## config.mk

```make
export PLATFORM = sky130hd
export DESIGN_NAME = key_debounce_flat
export DESIGN_NICKNAME = d
export VERILOG_FILES = /design/src/rtl/key_debounce_if.sv /design/src/rtl/key_debounce.sv /design/src/flat_wrapper.sv
export SDC_FILE = /design/constraint.sdc
export NUM_CORES = 1
export LEC_CHECK = 0
export CORE_MARGIN = 1
export CORE_UTILIZATION = 51
export CTS_CLUSTER_DIAMETER = 40
export DETAILED_ROUTE_END_ITERATION = 8
export HOLD_SLACK_MARGIN = 0.03
export PLACE_DENSITY = 0.74
export SLEW_MARGIN = 15
export SYNTH_ARGS = -nofsm -noshare
export SYNTH_HDL_FRONTEND = slang
export SYNTH_SLANG_ARGS = --single-unit
```

## constraint.sdc

```tcl
create_clock -name clk -period 3.75 [get_ports clk]
set_input_delay 0.375 -clock clk [delete_from_list [all_inputs] [get_ports clk]]
set_output_delay 0.375 -clock clk [all_outputs]
set_load 0.02 [all_outputs]
```

## src/rtl/key_debounce_if.sv

```systemverilog
// Push-button bundle between the raw key inputs and their debounced level/strobe outputs.
interface key_debounce_if #(
  parameter int N_KEYS = 6
);
  logic [N_KEYS-1:0] key_in;
  logic [N_KEYS-1:0] key_level;
  logic [N_KEYS-1:0] key_pulse;
  logic [N_KEYS-1:0] key_release;
  logic              any_pulse;

  modport master (
    output key_in,
    input  key_level,
    input  key_pulse,
    input  key_release,
    input  any_pulse
  );

  modport slave (
    input  key_in,
    output key_level,
    output key_pulse,
    output key_release,
    output any_pulse
  );
endinterface

```

## src/rtl/key_debounce.sv

```systemverilog
// Per-key debouncer: two-flop synchronizer, then a qualify-by-stability FSM per channel
// emitting a registered level plus one-cycle press/release strobes.
//
// state     | meaning
// IDLE      | debounced level 0, input low
// PRESS_CHK | input high, counting stable cycles toward a press
// PRESSED   | debounced level 1, input high
// REL_CHK   | input low, counting stable cycles toward a release
module key_debounce #(
  parameter int N_KEYS        = 6,
  parameter int STABLE_CYCLES = 2_000_000
) (
  input  logic          clk,
  input  logic          rst_n,
  key_debounce_if.slave bus
);

  localparam int              CW      = (STABLE_CYCLES > 2) ? $clog2(STABLE_CYCLES) : 1;
  localparam logic [CW-1:0]   CNT_MAX = CW'(STABLE_CYCLES - 1);

  typedef enum logic [1:0] {
    IDLE,
    PRESS_CHK,
    PRESSED,
    REL_CHK
  } state_t;

  state_t            state [N_KEYS];
  logic [CW-1:0]     cnt   [N_KEYS];
  logic [N_KEYS-1:0] s1;
  logic [N_KEYS-1:0] s2;
  logic [N_KEYS-1:0] level_q;
  logic [N_KEYS-1:0] pulse_q;
  logic [N_KEYS-1:0] release_q;
  logic [N_KEYS-1:0] press_done;
  logic              any_q;

  always_ff @(posedge clk or negedge rst_n) begin
    if (!rst_n) begin
      s1 <= '0;
      s2 <= '0;
    end else begin
      s1 <= bus.key_in;
      s2 <= s1;
    end
  end

  // Same condition that fires key_pulse, so any_pulse lands on the same edge.
  always_comb begin
    press_done = '0;
    for (int i = 0; i < N_KEYS; i++) begin
      press_done[i] = (state[i] == PRESS_CHK) && s2[i] && (cnt[i] == CNT_MAX);
    end
  end

  always_ff @(posedge clk or negedge rst_n) begin
    if (!rst_n) begin
      for (int i = 0; i < N_KEYS; i++) begin
        state[i] <= IDLE;
        cnt[i]   <= '0;
      end
      level_q   <= '0;
      pulse_q   <= '0;
      release_q <= '0;
      any_q     <= 1'b0;
    end else begin
      pulse_q   <= '0;
      release_q <= '0;
      any_q     <= |press_done;
      for (int i = 0; i < N_KEYS; i++) begin
        case (state[i])
          IDLE: begin
            if (s2[i]) begin
              state[i] <= PRESS_CHK;
              cnt[i]   <= '0;
            end
          end
          PRESS_CHK: begin
            if (!s2[i]) begin
              state[i] <= IDLE;
            end else if (cnt[i] != CNT_MAX) begin
              cnt[i] <= cnt[i] + CW'(1);
            end else begin
              state[i]   <= PRESSED;
              level_q[i] <= 1'b1;
              pulse_q[i] <= 1'b1;
            end
          end
          PRESSED: begin
            if (!s2[i]) begin
              state[i] <= REL_CHK;
              cnt[i]   <= '0;
            end
          end
          REL_CHK: begin
            if (s2[i]) begin
              state[i] <= PRESSED;
            end else if (cnt[i] != CNT_MAX) begin
              cnt[i] <= cnt[i] + CW'(1);
            end else begin
              state[i]     <= IDLE;
              level_q[i]   <= 1'b0;
              release_q[i] <= 1'b1;
            end
          end
          default: state[i] <= IDLE;
        endcase
      end
    end
  end

  assign bus.key_level   = level_q;
  assign bus.key_pulse   = pulse_q;
  assign bus.key_release = release_q;
  assign bus.any_pulse   = any_q;

endmodule

```

## src/flat_wrapper.sv

```systemverilog
// flat-port wrapper written by rule: the top's interface ports become plain ports
module key_debounce_flat 
#(
  parameter int N_KEYS        = 6,
  parameter int STABLE_CYCLES = 2_000_000
)
  (clk, rst_n, bus_key_in, bus_key_level, bus_key_pulse, bus_key_release, bus_any_pulse);
  key_debounce_if #(.N_KEYS(N_KEYS)) bus_i ();
  input  logic clk;
  input  logic rst_n;
  input wire logic [$bits(bus_i.key_in)-1:0] bus_key_in;
  output wire logic [$bits(bus_i.key_level)-1:0] bus_key_level;
  output wire logic [$bits(bus_i.key_pulse)-1:0] bus_key_pulse;
  output wire logic [$bits(bus_i.key_release)-1:0] bus_key_release;
  output wire logic [$bits(bus_i.any_pulse)-1:0] bus_any_pulse;
  assign bus_i.key_in = bus_key_in;
  assign bus_key_level = bus_i.key_level;
  assign bus_key_pulse = bus_i.key_pulse;
  assign bus_key_release = bus_i.key_release;
  assign bus_any_pulse = bus_i.any_pulse;
  key_debounce #(.N_KEYS(N_KEYS), .STABLE_CYCLES(STABLE_CYCLES)) u_core (.clk(clk), .rst_n(rst_n), .bus(bus_i));
endmodule
```

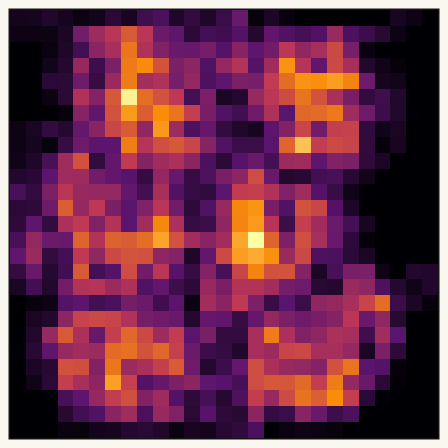
run_1/wire_density.png
27 x 27 tiles, from black (low) to pale yellow (high), scaled to the fullest tile. Values are wire area over tile area, all layers added.
fullest tile: 0.59
densest ninth of the die: center
tiles over half the peak: 18%
emptiest ninth of the die: middle right
mean over tiles: 0.16

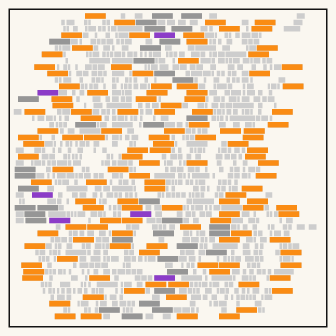
run_1/registers.png
Other sequential cells in the stronger gray, the rest of the logic in the fainter gray.
| color | netlist name | placed flops |
|---|---|---|
| purple | u_core.s2 | 6 |
| orange | u_core.cnt | 126 |

==> results_slide.txt, run 1 <==
Flow Results at a Glance

Status
  – Status: completed

Power and ir drop
  – Leak: between 4 and 5 nW
  – Largest Pwr Group: sequential cells
  – Combinational share of power: ~5.1%
  – VDD IR max: roughly 330 uV
  – Switching power: roughly 940 uW
  – Total combinational power: 205 uW
  – Seq pwr: a little under 2 mW
  – Sequential Power Share: 48.5%
  – Clock net power: approximately 1.9 mW

Worst setup path
  – Worst path top cell family by delay: simple AND/OR/NAND/NOR gates
  – Critical path's largest stage delay: between 0.6 and 0.7 ns
  – Cell Chain, Critical Path: or4b_1 -> or4_4 -> o31ai_4 -> o21ai_0 -> a22o_1
  – Setup crit end kind: flop
  – WP data arrival: ~3 ns
  – Buf/Inv on CP: 0
  – Crit Path Class: reg2reg
  – Startpoint types: flop
  – Crit Path Max Fanout: 20

Placement
  – Area after DPL: between 9000 and 10,000 um2
  – I/O Buffers: 26
  – Placer Congestion: about 0.86

Clock network
  – CTS buffer count: 17
  – CTS resizes: 0
  – Clock sink count: roughly 170
  – Clock Path Buffers: 2
  – Hold buffers post-CTS: 1
  – Post CTS Setup Buffer Count: 0
  – Clock-pin slew on the worst setup and hold paths: around 0.06 ns
  – Clock root buffer: clkbuf_16

Routing
  – WL per Instance: between 15 and 20 um
  – Met3 WL: 615 um
  – Vias per inst: roughly 6.1
  – Routed wire length: between 15,000 and 20,000 um
  – Metal-1 WL: 9295 um
  – Vias: 7,388
  – 1st-iter DRT viols: 640
  – TritonRoute pass-1 iters: 5

Layout
  – Max reg flops: approximately 130
  – Fin nets: ~990
  – Post-route design area: just over 10,000 um2
  – Most used logic cell in the final layout: dfrtp_1
  – Diodes inserted: 0
  – Most frequent cells in the layout: 169 x dfrtp_1, 114 x nand2_1, 71 x nor2_1, 59 x o21ai_0, 57 x nand3_1
  – Layout cells sized above 1: 6.497%

Yosys
  – Biggest area cells: dfrtp_1 47%, nand2_1 4.8%, o21ai_0 3.3%
  – Count leader, synth: dfrtp_1
  – Multiplexer share: under 10%
  – Seq/Total Area, Yosys: a little under half
  – Max-area cell share: a little under half
  – Synth warn: 0
  – Top non-seq family: simple AND/OR/NAND/NOR gates
  – Mean post-synth cell area: roughly 9.4 um2
  – Main synth FF type: dfrtp_1
  – Number of enable flip-flop cells: 0
  – Area reported by Yosys stat: roughly 9000 um2
  – Yosys cell count: around 950
  – Adders+Majority by Area: 0.8386%
  – Simple Share, Synth: ~28%
  – Syn Nets: just under 1,000

Die
  – Die y size: approximately 130 um
  – Die W: 134.5 um
  – Number of cell rows: 48
  – IO Count: 27
  – Core ar.: 17,240 um2

Job
  – Max-Cap Viols: 0
  – Tool warnings: 28

STA
  – Period utilisation layout: just over 70%
  – Final Max Slew Viols: 0
  – Worst Setup Slack, final: around 1.1 ns
  – Worst Tran Pin Value: between 0.9 and 1 ns
  – Tmin final: ~2.7 ns
  – Final setup vio count: 0
  – RSZ-0062 raised after global routing: false
  – Peak Freq: 371.5 MHz
  – Final Hold Viols: 0

Global routing
  – Busiest grt layer: met2
  – Global Route met2 Usage: between 30% and 40%
  – Total track usage: a little under a quarter
  – First-pass GRT wire length: roughly 33,000 um
  – Grt met1 use: between 30% and 40%

Min path
  – Worst hold path class: reg2reg
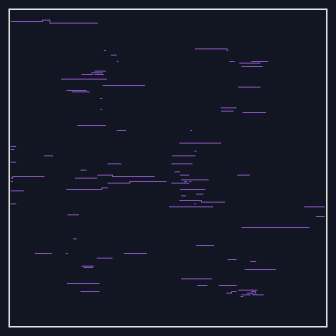
run_1/met3.png
wire length on this layer: 615 um
longest straight run: 28.5 um
nets with wire on the layer: 60

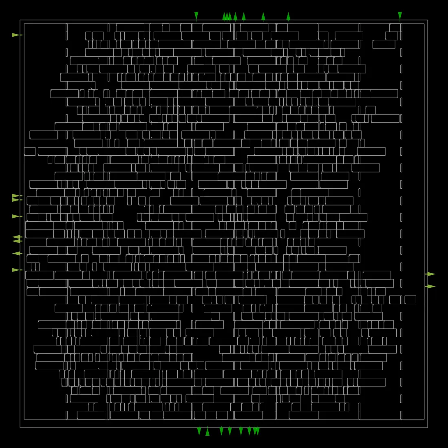
run_1/final_placement.png
Final Non-Filler Cells: 1,210
Filler cells: 1,440
post-layout util: 58.38%

## run 1: path summary, 6_finish.rpt
path | from | to | slack [ns] | cells after the start
setup / recovery | u_core.cnt[75] | u_core.cnt[72] | 1.06 | 5
hold / removal | u_core.s1[3] | u_core.s2[3] | 0.35 | 0
setup reg to reg | u_core.cnt[75] | u_core.cnt[72] | 1.06 | 5
hold reg to reg | u_core.s1[3] | u_core.s2[3] | 0.35 | 0
max in group asynchronous | rst_n | u_core.cnt[42] | 2.29 | 3
min in group asynchronous | rst_n | u_core.cnt[90] | 0.49 | 2
## run 1: area by class of cell
class,count,area [um2]
repair buffers,33,329.1
clock buffers,22,464.2
well taps,225,281.5
clock inverters,10,167.7
flip-flops and latches,169,4229
inverters,27,101.3
fillers,1440,7174
multi-input cells,724,4489
==> inputs of run 2 (changes only) <==
--- a/config.mk
+++ b/config.mk
@@ -10,7 +10,7 @@
 export CTS_CLUSTER_DIAMETER = 40
 export DETAILED_ROUTE_END_ITERATION = 8
 export HOLD_SLACK_MARGIN = 0.03
-export PLACE_DENSITY = 0.74
+export PLACE_DENSITY = 0.77
 export SLEW_MARGIN = 15
 export SYNTH_ARGS = -nofsm -noshare
 export SYNTH_HDL_FRONTEND = slang
==> constraint.sdc (replaced) <==
create_clock -name clk -period 2.3 [get_ports clk]
set_input_delay 0.23 -clock clk [delete_from_list [all_inputs] [get_ports clk]]
set_output_delay 0.23 -clock clk [all_outputs]
set_load 0.02 [all_outputs]
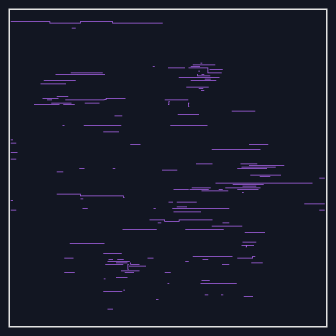
run_2/met3.png
longest straight run: 40.9 um
share of all routed wire: 4.7%
main direction: horizontal
routed wire length: 20,120 um
M3 GR Usage: 4.617%
vias: 7,708

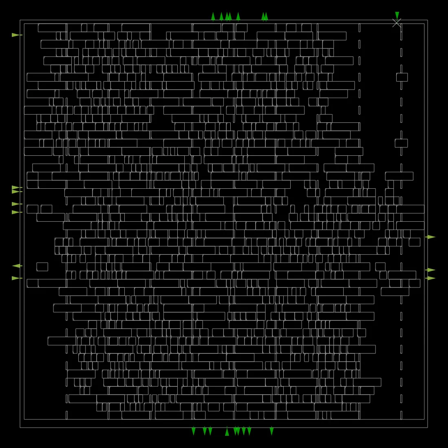
run_2/final_placement.png
flip-flops: 169
Final Non-Filler Cells: 1,269
tap cells: 225
Core ar.: 17,240 um2

==> results_slide.txt, run 2 <==
Flow Results at a Glance

Clock network
  – Clock Path Buffers: 2
  – Hold buffers post-CTS: 1
  – CTS buffer count: 17
  – Post CTS Setup Buffer Count: 2
  – Clock root buffer: clkbuf_16
  – Clock sink count: approximately 170
  – Clock-pin slew on the worst setup and hold paths: 0.07 ns

Yosys
  – Seq/Total Area, Yosys: between 40% and 50%
  – Mean post-synth cell area: 9.394 um2
  – Synth warn: 0
  – Max-area cell share: a little under half
  – Multiplexer share: between 3 and 4%
  – Area reported by Yosys stat: between 8000 and 9000 um2
  – Number of enable flip-flop cells: 0
  – Simple Share, Synth: between 20% and 30%
  – Count leader, synth: dfrtp_1
  – Adders+Majority by Area: less than 1%

Routing
  – Vias per inst: ~6
  – Metal-1 WL: roughly 9400 um
  – Met3 WL: 949 um
  – 1st-iter DRT viols: 729
  – TritonRoute pass-1 iters: 9
  – # DRC: 1
  – WL per Instance: 15.85 um

Job
  – Max-Cap Viols: 0
  – Tool warnings: 26

Status
  – Status: complete, but fails checks
  – Failing checks: design-rule violations

Global routing
  – First-pass GRT wire length: roughly 34,000 um

Power and ir drop
  – Combinational share of power: under 10%
  – Switching power: 1.692 mW
  – Total combinational power: 384 uW
  – VDD IR max: roughly 540 uV
  – Leak: 4.463 nW
  – Sequential Power Share: ~49%
  – Seq pwr: between 3 and 4 mW
  – Largest Pwr Group: sequential cells

Layout
  – Filler cells: approximately 1,400
  – Most frequent cells in the layout: 169 x dfrtp_1, 114 x nand2_1, 71 x nor2_1, 62 x buf_4, 59 x o21ai_0
  – Most used logic cell in the final layout: dfrtp_1
  – Diodes inserted: 0
  – Fin nets: between 1,000 and 1,500
  – Post-route design area: roughly 11,000 um2

Worst setup path
  – WP data arrival: about 2.6 ns
  – Worst r2r path cells: 7
  – Setup crit start: u_core.cnt[58]
  – Setup crit end: u_core.bus.any_pulse
  – Worst reg2reg path startpoint: u_core.cnt[58]
  – Reg2Reg Setup Slack: between 0.07 and 0.08 ns
  – R2r endpoint: u_core.bus.any_pulse
  – Setup crit end kind: flop
  – Crit Path Max Fanout: 5
  – Crit Path Class: reg2reg

STA
  – Final Max Slew Viols: 0
  – Final setup vio count: 0
  – Period utilisation layout: a little over nine tenths
  – Final Hold Viols: 0
  – Worst Tran Pin Value: 0.7119 ns

Die
  – Die y size: between 100 and 150 um
  – IO Count: 27
  – Number of cell rows: 48
  – Die W: around 130 um

Placement
  – Placer Congestion: between 0.8 and 0.9
  – I/O Buffers: 26
  – Area after DPL: just under 10,000 um2

Min path
  – Worst hold path class: in2reg
  – Hold EP: u_core.s1[4]
  – Hold Crit Depth: 1
==> run 2: cell counts after synthesis <==
Identical to the previous run, type by type.
==> run 2: layout make-up <==
cell class,instances,area [um2],area share (%)
clock buffers,17,425.4,4.046
clock inverters,15,171.4,1.630
inverters,27,101.3,0.9639
multi-input cells,724,4508,42.88
flip-flops and latches,169,4229,40.22
well taps,225,281.5,2.678
repair buffers,92,797.0,7.581
==> run 2: worst max-delay path: stages, from the launching register on <==
cell and delay (ns):
dfrtp_1 0.42, or4_1 0.54, nor4_1 0.40, buf_4 0.19, nand3_1 0.16, o32ai_1 0.18, buf_4 0.17, or4_1 0.10
==> run 2: routing by layer <==
metal | vias to the layer above | global-route usage [%]
met4 | 0 | 9.176
met2 | 225 | 35.84
met5 | - | 0
met1 | 3723 | 32.47
li1 | 3722 | -
met3 | 38 | 4.617
Power figures rest on the tool's default switching activity, not on a simulated workload.
